## src/rtl/gate_exerciser.sv

```systemverilog
// Sequential driver/checker for a small combinational gate: sweeps every input vector and
// compares the sampled output with EXPECT. Optional macro GATE_EXERCISER_LOOP_EN repeats sweeps.
module gate_exerciser #(
    parameter int unsigned N_IN = 2,
    parameter logic [(2**N_IN)-1:0] EXPECT = 4'b1000,
    parameter int unsigned SETTLE = 2
) (
    input  logic            clk,
    input  logic            rst,
    input  logic            start,
    input  logic            abort,
    output logic [N_IN-1:0] drv,
    input  logic            obs,
    output logic            busy,
    output logic            done,
    output logic            pass,
    output logic [N_IN:0]   err_cnt,
    output logic [N_IN-1:0] first_fail,
    output logic            fail_valid
);

    localparam int unsigned CW = (SETTLE > 1) ? $clog2(SETTLE) : 1;
    localparam int unsigned EW = N_IN + 1;
    localparam logic [CW-1:0] CntLast = CW'(SETTLE - 1);
    localparam logic [N_IN-1:0] VecLast = '1;

    typedef enum logic [1:0] {StIdle, StSettle, StSample, StDone} state_e;

    state_e          state_q, state_d;
    logic [N_IN-1:0] vec_q, vec_d;
    logic [CW-1:0]   cnt_q, cnt_d;
    logic [N_IN:0]   err_q, err_d;
    logic [N_IN-1:0] ff_q, ff_d;
    logic            fv_q, fv_d;
    logic            pass_q, pass_d;
    logic            mismatch;

`ifdef GATE_EXERCISER_LOOP_EN
    // Reported results lag the running sweep; they update only when a sweep ends or is aborted.
    logic [N_IN:0]   rep_err_q, rep_err_d;
    logic [N_IN-1:0] rep_ff_q, rep_ff_d;
    logic            rep_fv_q, rep_fv_d;
`endif

    always_comb begin
        state_d  = state_q;
        vec_d    = vec_q;
        cnt_d    = cnt_q;
        err_d    = err_q;
        ff_d     = ff_q;
        fv_d     = fv_q;
        pass_d   = pass_q;
        mismatch = (obs != EXPECT[vec_q]);
`ifdef GATE_EXERCISER_LOOP_EN
        rep_err_d = rep_err_q;
        rep_ff_d  = rep_ff_q;
        rep_fv_d  = rep_fv_q;
`endif
        if (abort) begin
            // Partial results are kept; a sample in the abort cycle is not counted.
            if (state_q != StIdle) begin
                state_d = StIdle;
                pass_d  = 1'b0;
`ifdef GATE_EXERCISER_LOOP_EN
                rep_err_d = err_q;
                rep_ff_d  = ff_q;
                rep_fv_d  = fv_q;
`endif
            end
        end else begin
            case (state_q)
                StIdle: begin
                    if (start) begin
                        state_d = StSettle;
                        vec_d   = '0;
                        cnt_d   = '0;
                        err_d   = '0;
                        ff_d    = '0;
                        fv_d    = 1'b0;
                        pass_d  = 1'b0;
`ifdef GATE_EXERCISER_LOOP_EN
                        rep_err_d = '0;
                        rep_ff_d  = '0;
                        rep_fv_d  = 1'b0;
`endif
                    end
                end
                StSettle: begin
                    if (cnt_q == CntLast) begin
                        state_d = StSample;
                    end else begin
                        cnt_d = cnt_q + CW'(1);
                    end
                end
                StSample: begin
                    if (mismatch) begin
                        err_d = err_q + EW'(1);
                        if (!fv_q) begin
                            ff_d = vec_q;
                            fv_d = 1'b1;
                        end
                    end
                    if (vec_q == VecLast) begin
                        state_d = StDone;
                        pass_d  = (err_d == '0);
`ifdef GATE_EXERCISER_LOOP_EN
                        rep_err_d = err_d;
                        rep_ff_d  = ff_d;
                        rep_fv_d  = fv_d;
`endif
                    end else begin
                        state_d = StSettle;
                        vec_d   = vec_q + N_IN'(1);
                        cnt_d   = '0;
                    end
                end
                StDone: begin
`ifdef GATE_EXERCISER_LOOP_EN
                    state_d = StSettle;
                    vec_d   = '0;
                    cnt_d   = '0;
                    err_d   = '0;
                    ff_d    = '0;
                    fv_d    = 1'b0;
`else
                    state_d = StIdle;
`endif
                end
                default: state_d = StIdle;
            endcase
        end
    end

    always_ff @(posedge clk) begin
        if (rst) begin
            state_q <= StIdle;
            vec_q   <= '0;
            cnt_q   <= '0;
            err_q   <= '0;
            ff_q    <= '0;
            fv_q    <= 1'b0;
            pass_q  <= 1'b0;
`ifdef GATE_EXERCISER_LOOP_EN
            rep_err_q <= '0;
            rep_ff_q  <= '0;
            rep_fv_q  <= 1'b0;
`endif
        end else begin
            state_q <= state_d;
            vec_q   <= vec_d;
            cnt_q   <= cnt_d;
            err_q   <= err_d;
            ff_q    <= ff_d;
            fv_q    <= fv_d;
            pass_q  <= pass_d;
`ifdef GATE_EXERCISER_LOOP_EN
            rep_err_q <= rep_err_d;
            rep_ff_q  <= rep_ff_d;
            rep_fv_q  <= rep_fv_d;
`endif
        end
    end

    always_comb begin
        drv  = ((state_q == StSettle) || (state_q == StSample)) ? vec_q : '0;
        done = (state_q == StDone);
        pass = pass_q;
`ifdef GATE_EXERCISER_LOOP_EN
        busy       = (state_q != StIdle);
        err_cnt    = rep_err_q;
        first_fail = rep_ff_q;
        fail_valid = rep_fv_q;
`else
        busy       = (state_q == StSettle) || (state_q == StSample);
        err_cnt    = err_q;
        first_fail = ff_q;
        fail_valid = fv_q;
`endif
    end

endmodule
```

## config.mk

```make
export PLATFORM = sky130hd
export DESIGN_NAME = gate_exerciser
export DESIGN_NICKNAME = d
export VERILOG_FILES = /design/src/rtl/gate_exerciser.sv
export SDC_FILE = /design/constraint.sdc
export NUM_CORES = 1
export LEC_CHECK = 0
export CAP_MARGIN = 40
export CELL_PAD_IN_SITES_DETAIL_PLACEMENT = 0
export CELL_PAD_IN_SITES_GLOBAL_PLACEMENT = 2
export CORE_UTILIZATION = 30
export DETAILED_ROUTE_END_ITERATION = 8
export PLACE_DENSITY_LB_ADDON = 0.1
export SKIP_LAST_GASP = 1
export SLEW_MARGIN = 20
export SYNTH_ARGS = -nofsm -noshare
export SYNTH_HDL_FRONTEND = slang
export SYNTH_SLANG_ARGS = --single-unit
```

## constraint.sdc

```tcl
create_clock -name clk -period 2.4 [get_ports clk]
set_clock_uncertainty 0.05 [all_clocks]
set_input_delay 0.36 -clock clk [delete_from_list [all_inputs] [get_ports clk]]
set_output_delay 0.36 -clock clk [all_outputs]
set_load 0.03 [all_outputs]
```

Fig. 1: run 1, signal wires on met3
Drawn at 8 px/um. Cells faint in the background.
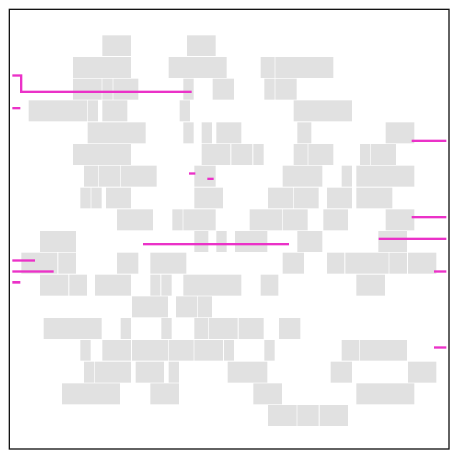
wire length on this layer: 69.9 um
main direction: horizontal
share of all routed wire: 3.6%
nets with wire on the layer: 11

Fig. 2: run 1, routing congestion
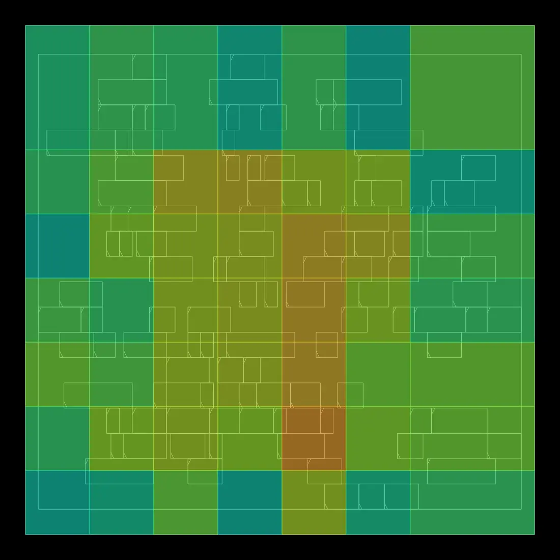
M2 GR Usage: 22.89%
gr usage total: 15.38%
Final Util: 41.64%
DR WL/cell: 13.82 um
grt met3 use: 5.000%

==> results.ini, run 1 <==
[status]
status=finished, final reports clean

[routing]
postRouteAntennaNets=0
drtIter0Drc=8
dr.pass1.iters=4
drc=0
vias_per_cell=5.164

[placement]
hpwl_um=1413
placed_area_um2=1018
place_congestion=0.7017

[yosys]
async_flop_share_pct=0
yosysTopAreaCellShare_pct=28.74
ys_top_cells_by_count=dfxtp_1 (12), nor2_1 (11), ha_1 (8)
yosysTopAreaCell=dfxtp_1
syn_nets=105
most_common_cell=dfxtp_1
syn_inst=92
synth_stat.cells=92
seq_area_frac_synth_pct=28.74

[critical_path]
rr_endpoint=err_cnt[2]
endpoint=busy
critPathArrivalTime_ns=1.76
required_ns=1.99
worstRegToRegCells=6
path_class=flop to primary output
worstSetupEndpointType=primary output
cp_slowest_cell=clkdlybuf4s50_1
worstPathMaxFanout=5
path_buffers=2

[clocking]
insertion_delay_ns=0.28
cts.hold.buffers_added=0
cts_buffers=3
cts_root_buf=clkbuf_4
cts_buffer_depth=2
post-cts-setup-buffers=0
clk_pin_slew_ns=0.09
cts_tree=yes
htree_levels=1

[sta]
rsz0062_at_grt=no
relSlewSlack_pct=67.07
period_used_pct=90.43
worstMarginPinSlew_ns=0.4815
hold_violations=0
setup_viol=0
fmax_mhz=460.7
slew_viol_final=0
fin_crit_ns=2.170

[final_layout]
buf_share_pct=16.06
clkbuf_count=4
area_growth_pct=26.80
regArea_um2=240.2
diodes=0
drive_above_1_share_pct=11.82
comb_area_share_pct=52.18
inv_count=6
signal_buffers=17
dominant_cells=logic gates
final_area_um2=1060
mi_logic_area_um2=553.0
clk_share_pct=3.424

[power_and_ir_drop]
power.density_nw_per_um2=431.5
pg_seq_w=0.000204
total_power_w=0.0004573
sw_frac_of_total_pct=27.76
leakage_nw=0.4422
pg_comb_w=0.0000825
p_int_w=0.0003304
power_frac_seq_pct=44.6
p_switching_w=0.0001270
vdd_drop_max_mv=0.3210

[die]
fp-utilization_pct=32.84
ios=16
die-area_um2=3001

[global_routing]
grt_overflow=0
grt_max_degree=14
first_global_vias=639

[worst_hold_path]
hold_path_end=first_fail[0]
hp-start=first_fail[0]

[run]
drv_cap=0

Fig. 3: run 1, I/O pins on the die edge
Drawn at 8 px/um. Pins as bars across the die edge, other pins in grey.
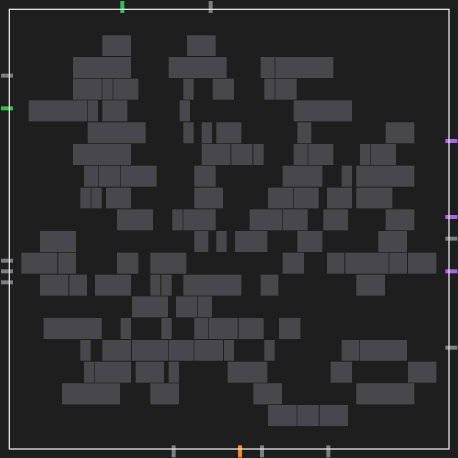
legend:
  purple:
    port: err_cnt
    pins: 3
    direction: output
    edge: right
  green:
    port: first_fail
    pins: 2
    direction: output
    edge: 1 top, 1 left
  orange:
    port: start
    pins: 1
    direction: input
    edge: bottom
all pins by edge: 5 left, 5 right, 4 bottom, 2 top
port bufs: 15
Die H: 54.78 um
die width: 54.78 um

Fig. 4: run 1, met2 routing
Drawn at 8 px/um. Cells faint in the background.
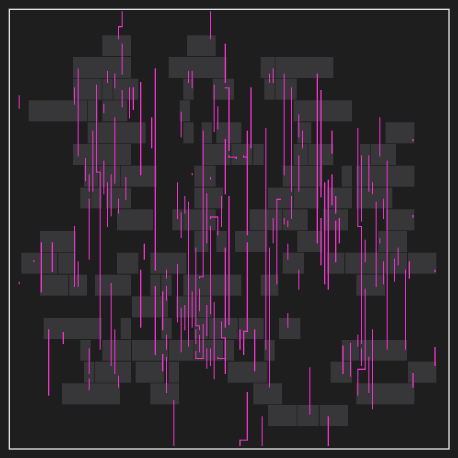
nets with wire on the layer: 95
wire length on this layer: 852 um

==> run 1: kinds of logic after synthesis <==
kind of cell | after synthesis | synth area share [%]
muxes | 5 | 6.138
xor gates and xnor gates | 5 | 5.240
buffers and inverters | 9 | 5.089
and+or+nand+nor | 30 | 19.46
adders and majority gates | 8 | 11.98
DFF | 12 | 28.74
AOI/OAI and AO/OA | 23 | 23.35
==> run 1: stage by stage <==
| step | instances | hold WS (ns) | setup WS, ns |
|---|---|---|---|
| 2_1_floorplan | 92 | 0.3791 | 0.7148 |
| 3_3_place_gp | 136 | 0.4314 | 0.4245 |
| 3_5_place_dp | 136 | 0.4313 | 0.3914 |
| 4_1_cts | 140 | 0.4529 | 0.08692 |
| 5_1_grt | 140 | 0.4800 | 0.1030 |
| 6_report | 140 | 0.4473 | 0.2296 |
==> run 1: layer usage <==
metal  up-vias  routed length, um  part of all wire [%]  GRT usage (%)
met3         4                 69                   3.6          5.000
li1        374                  -                     -              -
met2        13                852                    44          22.89
met5         -                  0                     0              0
met1       332                995                    51          21.02
met4         0                 18                  0.93          3.846
==> run 1: placed cells by master, fill, tap and decap left out, types with 2 or more instances in the layout <==
cell type        instances
a2111o_1                 2
a2111oi_0                2
a21oi_1                  4
a32oi_1                  4
and2_1                   2
buf_4                    2
clkbuf_4                 3
clkdlybuf4s50_1         13
dfxtp_1                 12
dlymetal6s2s_1           2
ha_1                     8
inv_1                    5
mux2i_1                  4
nand2_1                  6
nand3b_1                 3
nor2_1                  11
nor2b_1                  2
o21ai_0                  2
xnor2_1                  2
xor2_1                   3
==> run 1: sequential cells by signal (all words and copies together), names as in the netlist <==
name	cells
vec_q	2
pass	1
state_q	2
fail_valid	1
first_fail	2
cnt_q	1
err_cnt	3
## Run 2: what changed since run 1
Settings changed: CORE_UTILIZATION 30 to 32.
Clock period 2.4 ns to 2.55 ns, I/O delays scaled along.
==> run 2 against run 1 <==
Critical path depth is 1 higher; utilization is 0.33 points higher; combinational power is about 10% lower; register-to-register slack better by 0.13 ns; area after synthesis stayed put; routed wire length is 4.3% lower; critical endpoint is now drv[1]; largest cell class unchanged; largest power group unchanged.
==> results.ini, run 2 <==
[sta]
fmax_mhz=430.6
hold_violations=0  ; unchanged
period_used_pct=91.06
setup_viol=0  ; unchanged
worstMarginPinSlew_ns=0.4744  ; -0.007075 ns
slew_viol_final=0  ; unchanged
relSlewSlack_pct=67.55  ; +0.48 points
fin_crit_ns=2.322

[final_layout]
largest_reg_flops=3  ; unchanged
mi_logic_area_um2=553.0  ; unchanged
final_cell_mix=clkdlybuf4s50_1 (15), dfxtp_1 (12), nor2_1 (11)
drive_above_1_share_pct=10.19  ; -1.6 points
diodes=0  ; unchanged
regArea_um2=240.2  ; unchanged
lay_top_count=clkdlybuf4s50_1
area_growth_pct=24.40

[routing]
dr.pass1.iters=4  ; unchanged
drtIter0Drc=11  ; +3
postRouteAntennaNets=0  ; unchanged
vias_per_cell=5.225  ; +1.2%

[yosys]
ys_warn_count=0
syn_nets=105  ; unchanged
ys_top_cells_by_count=dfxtp_1 (12), nor2_1 (11), ha_1 (8)
avgSynthCellArea_um2=9.085
synth_stat.cells=92  ; unchanged
async_flop_share_pct=0  ; unchanged
yosysTopAreaCellShare_pct=28.74  ; unchanged
ys_chip_area_um2=835.8
syn_inst=92  ; unchanged
seq_area_frac_synth_pct=28.74  ; unchanged
mappedNetlistArea_um2=835.8
yosysTopAreaCell=dfxtp_1

[clocking]
cts_buffers=3  ; unchanged
clk_pin_slew_ns=0.09  ; about the same
cts_root_buf=clkbuf_4
post-cts-setup-buffers=0  ; unchanged
insertion_delay_ns=0.28  ; about the same
cts_buffer_depth=2  ; unchanged
cts_tree=yes
htree_levels=1  ; unchanged
clock-sinks=12

[worst_hold_path]
hp-start=cnt_q

[die]
fp.dieH_um=53.11  ; -3.1%
die_w_um=53.11  ; -3.1%
fp-utilization_pct=33.74  ; +0.90 points
ios=16  ; unchanged
die-area_um2=2820  ; -6.0%

[status]
status=finished, final reports clean

[run]
drv_cap=0  ; unchanged

[global_routing]
grt_max_degree=14  ; unchanged
first_global_vias=640  ; +0.16%

[critical_path]
worstPathMaxFanout=5  ; unchanged
path_class=flop to primary output
worstSetupEndpointType=primary output
required_ns=2.12  ; +0.13 ns
cp_slowest_cell=clkdlybuf4s50_1

[placement]
io_buffers=15  ; unchanged
place_congestion=0.7078  ; +0.87%
hpwl_um=1363  ; -3.5%

[power_and_ir_drop]
power.density_nw_per_um2=406.7  ; -5.8%
leakage_nw=0.3951  ; -11%

run 2: routing by layer:
| metal | track usage [%] | wire length [um] |
|---|---|---|
| met5 | 0 | 0 |
| met4 | 7.895 | 14 |
| met3 | 2.011 | 75 |
| met2 | 24.68 | 818 |
| met1 | 20.41 | 942 |
run 2: final timing paths:
check	slack [ns]	cells after the start	end
max reg2reg	0.61	6	err_cnt[2]
min	0.45	2	cnt_q
max	0.23	4	drv[1]
min reg2reg	0.45	2	cnt_q
run 2: area by class of cell:
class	count	share of cell area, %
Clock buffer	4	3.490
Sequential cell	12	23.10
Multi-Input combinational cell	71	53.19
Tap cell	30	3.610
Inverter	6	2.166
Timing Repair Buffer	15	14.44
run 2: cells by family after synthesis:
kind of cell / Yosys count / share of synthesized area [%]
simple gates: 30 / 19.46
compound gates: 23 / 23.35
flops: 12 / 28.74
buf+inv: 9 / 5.089
fa+ha+maj: 8 / 11.98
xor+xnor: 5 / 5.240
mux: 5 / 6.138
run 2: power breakdown:
group / switching, W / total, W / internal, W
sequential: 0.00000244 / 0.000192 / 0.000190
clock: 0.0000699 / 0.000157 / 0.0000867
combinational: 0.0000418 / 0.0000741 / 0.0000323
run 2: metrics by stage:
step	instances	worst slack, ns	hold slack [ns]	util, %	area (um^2)
after floorplan	92	0.8648	0.4016	-	835.8
after global placement	134	0.3913	0.4273	40.51	1003
after detailed placement	134	0.3709	0.4401	40.51	1003
after CTS	138	0.2135	0.4608	41.97	1040
after global routing	138	0.1172	0.4775	41.97	1040
final	138	0.2279	0.4538	41.97	1040
run 2: critical path, delay by kind of cell, from the launching register on:
kind	cells	cell delay [ns]
buffers and inverters	2	0.77
DFF	1	0.41
adders and majority gates	1	0.31
and+or+nand+nor	1	0.13
Fig. 5: run 2, met2 routing
Drawn at 10 px/um. Cells faint in the background.
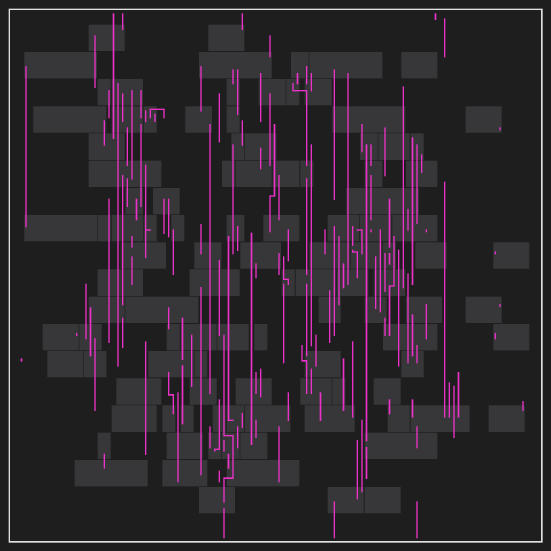
longest straight run: 29.6 um
main direction: vertical
share of all routed wire: 44%
wire length on this layer: 818 um

Fig. 6: run 2, routing congestion
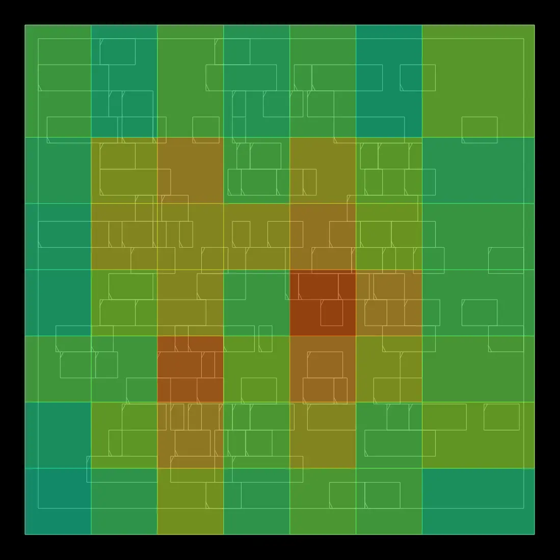
M2 GR Usage: 24.68%
gr usage total: 15.58%

Fig. 7: run 2, routed metal per tile
Drawn at 8 px/um. The die is cut into 11 by 11 equal tiles; dark blue is low, red is high, scaled to the fullest tile. Values are wire area over tile area, all layers added.
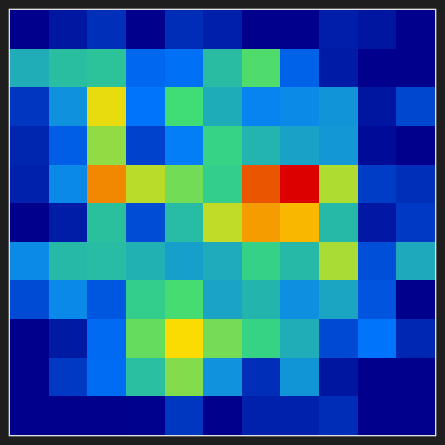
fullest tile: 0.38
nearly empty tiles: 17%
mean over tiles: 0.10
emptiest ninth of the die: top right
vias post-DR: 721
Post-Route WL: 1851 um
DR WL/cell: 13.41 um

## Run 3: what changed since run 2
Settings changed: ABC_AREA set to 0, RECOVER_POWER set to 25.
==> run 3 against run 2 <==
Critical path depth unchanged; combinational power about the same; register-to-register slack is essentially flat; area after synthesis unchanged; setup slack about the same.
==> results.ini, run 3 <==
[status]
status=finished, final reports clean

[die]
die_w_um=53.11  ; unchanged
die-area_um2=2820  ; unchanged
fp-utilization_pct=33.74  ; unchanged
rows=18
ios=16  ; unchanged
fp.dieH_um=53.11  ; unchanged
fp.coreArea_um2=2477

[clocking]
post_cts_resized=0
post-cts-setup-buffers=0  ; unchanged
insertion_delay_ns=0.28  ; about the same
cts_buffers=3  ; unchanged
cts_root_buf=clkbuf_4
cts_buffer_depth=2  ; unchanged
cts.hold.buffers_added=0
clock-sinks=12  ; unchanged
cts_tree=yes
htree_levels=1  ; unchanged
clk_pin_slew_ns=0.09  ; about the same

[routing]
drtIter0Drc=11  ; unchanged
dr_wl_met3_um=75  ; unchanged
postRouteAntennaNets=0  ; unchanged
wl_met1_um=942  ; unchanged
highest_layer=met4
vias_per_cell=5.210  ; -0.28%
dr.pass1.iters=4  ; unchanged
wl_met2_um=814  ; -0.49%
drc=0

[global_routing]
met2_usage_pct=24.68  ; unchanged
antenna_found_initial=0
first_global_vias=640  ; unchanged
grt_max_degree=14  ; unchanged
grt_use_total_pct=15.58  ; unchanged
grt_overflow=0
grt_pass1_wl_um=3077

[critical_path]
r2r-start=state_q[0]
worstSetupEndpointType=primary output
required_ns=2.12  ; about the same
path_class=flop to primary output
r2r_setup_slack_ns=0.61  ; about the same
critPathLaunchType=flop
worstPathMaxFanout=5  ; unchanged
worstRegToRegCells=6  ; unchanged
rr_endpoint=err_cnt[2]

[yosys]
syn_nets=105  ; unchanged
yosysTopAreaCellShare_pct=28.74  ; unchanged
avgSynthCellArea_um2=9.085  ; unchanged
yosysTopAreaCell=dfxtp_1
ff_type=dfxtp_1
edf_count=0
ys_top_cells_by_count=dfxtp_1 (12), nor2_1 (11), ha_1 (8)
ys_warn_count=0  ; unchanged
async_flop_share_pct=0  ; unchanged
ys_types=36
mappedNetlistArea_um2=835.8  ; unchanged
ys_chip_area_um2=835.8  ; unchanged
synth_stat.cells=92  ; unchanged
seq_area_frac_synth_pct=28.74  ; unchanged
syn_inst=92  ; unchanged

[placement]
io_buffers=15  ; unchanged
place_congestion=0.7078  ; unchanged
dp.cells=134  ; unchanged
placed_area_um2=1003  ; unchanged
dp_slack_ns=0.3709  ; unchanged
hpwl_um=1363  ; unchanged

[worst_hold_path]
hold_path_end=cnt_q
hp-start=cnt_q
hold_class=flop to flop
whs_path_depth=2  ; unchanged

[sta]
fmax_mhz=430.6  ; unchanged
worstMarginPinSlew_ns=0.4735  ; -0.0009021 ns
hold-worst-slack_ns=0.4538  ; unchanged
timing.final.ws_setup_ns=0.2279  ; +0.000001000 ns
period_used_pct=91.06  ; about the same
hold_violations=0  ; unchanged
relSlewSlack_pct=67.61  ; about the same
setup_viol=0  ; unchanged
slew_viol_final=0  ; unchanged
fin_crit_ns=2.322  ; -0.000001000 ns
rsz0062_at_grt=no
setup_tns_ns=0

[final_layout]
diodes=0  ; unchanged
largest_reg_flops=3  ; unchanged
area_growth_pct=24.40  ; unchanged
final_area_um2=1040  ; unchanged
finalNetCount=122
final_cell_mix=dfxtp_1 (12), nor2_1 (11), clkdlybuf4s50_1 (10)
drive_above_1_share_pct=10.19  ; unchanged
final_cell_count_no_fill=138  ; unchanged
lay_top_count=dfxtp_1

[run]
drv_cap=0  ; unchanged
log.warning_count=31

[power_and_ir_drop]
power.density_nw_per_um2=406.4  ; about the same
vdd_drop_max_mv=0.2357
leakage_nw=0.4097  ; +3.7%
total_power_w=0.0004226

==> run 3: where the power goes <==
| group | total [W] | switching [W] | internal [W] | leakage (nW) |
|---|---|---|---|---|
| Sequential | 0.000192 | 0.00000244 | 0.000190 | 0.0968 |
| Combinational | 0.0000738 | 0.0000418 | 0.0000320 | 0.292 |
| Clock | 0.000157 | 0.0000699 | 0.0000867 | 0.0210 |
==> run 3: layout make-up <==
| class | count | area, um^2 |
|---|---|---|
| Clock buffer | 4 | 36.28 |
| Fill cell | 257 | 1438 |
| Inverter | 6 | 22.52 |
| Multi-Input combinational cell | 71 | 553.0 |
| Sequential cell | 12 | 240.2 |
| Tap cell | 30 | 37.54 |
| Timing Repair Buffer | 15 | 150.1 |
==> run 3: worst max-delay path by stage <==
stage	slack, ns	from	endpoint	cells past startpoint
final	0.23	state_q[1]	drv[1]	4
after global routing	0.12	state_q[0]	drv[0]	4
after CTS	0.21	state_q[0]	drv[1]	4
after global placement	0.39	abort	state_q[1]	5
after detailed placement	0.37	abort	state_q[1]	5
after floorplan	0.86	err_cnt[0]	pass	4
==> run 3: kinds of logic after synthesis <==
logic type | count (synthesis) | synth area share, %
AND-OR/OR-AND | 23 | 23.35
XOR/XNOR | 5 | 5.240
adder cells (fa/ha/maj) | 8 | 11.98
buffers and inverters | 9 | 5.089
flip-flops | 12 | 28.74
multiplexers | 5 | 6.138
AND/OR/NAND/NOR | 30 | 19.46
==> run 3: critical path, cell delays in order, from the launching register on <==
cell and delay [ns]:
dfxtp_1 0.41, inv_1 0.10, ha_1 0.31, and2_1 0.13, clkdlybuf4s50_1 0.67
Fig. 8: run 3, routing congestion
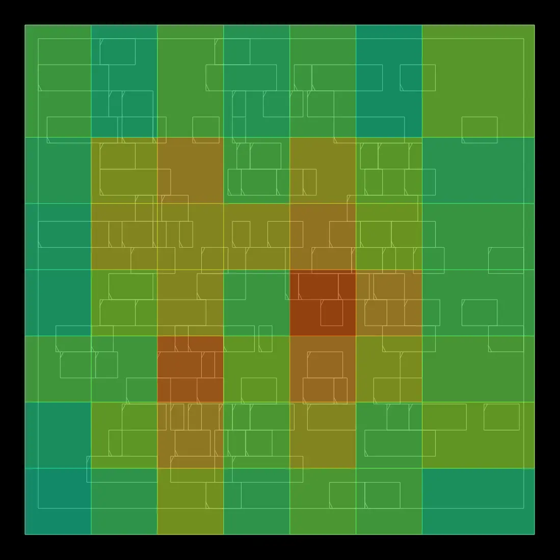
grt met3 use: 2.011%
Final Util: 41.97%
GRT Max-Usage Layer: met2
met1 usage: 20.41%
DR WL/cell: 13.38 um

Fig. 9: run 3, routed metal per tile
Drawn at 8 px/um. The die is cut into 11 by 11 equal tiles; dark blue is low, red is high, scaled to the fullest tile. Values are wire area over tile area, all layers added.
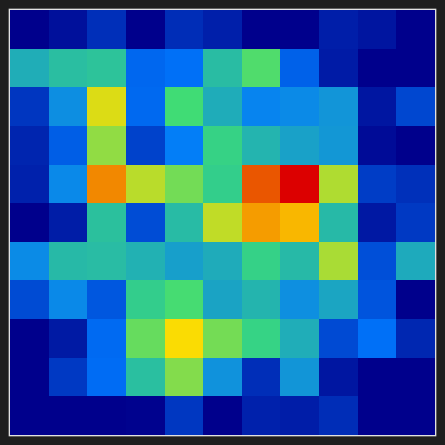
fullest tile: 0.38
nearly empty tiles: 17%
emptiest ninth of the die: top right
tiles over half the peak: 16%
densest ninth of the die: middle
vias post-DR: 719
Post-Route WL: 1847 um

Fig. 10: run 3, signal wires on met3
Drawn at 10 px/um. Cells faint in the background.
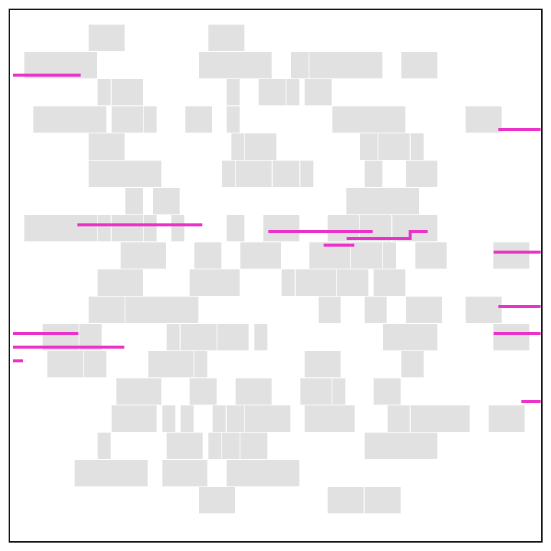
main direction: horizontal
longest straight run: 12.2 um
nets with wire on the layer: 12

Power figures rest on the tool's default switching activity, not on a simulated workload.
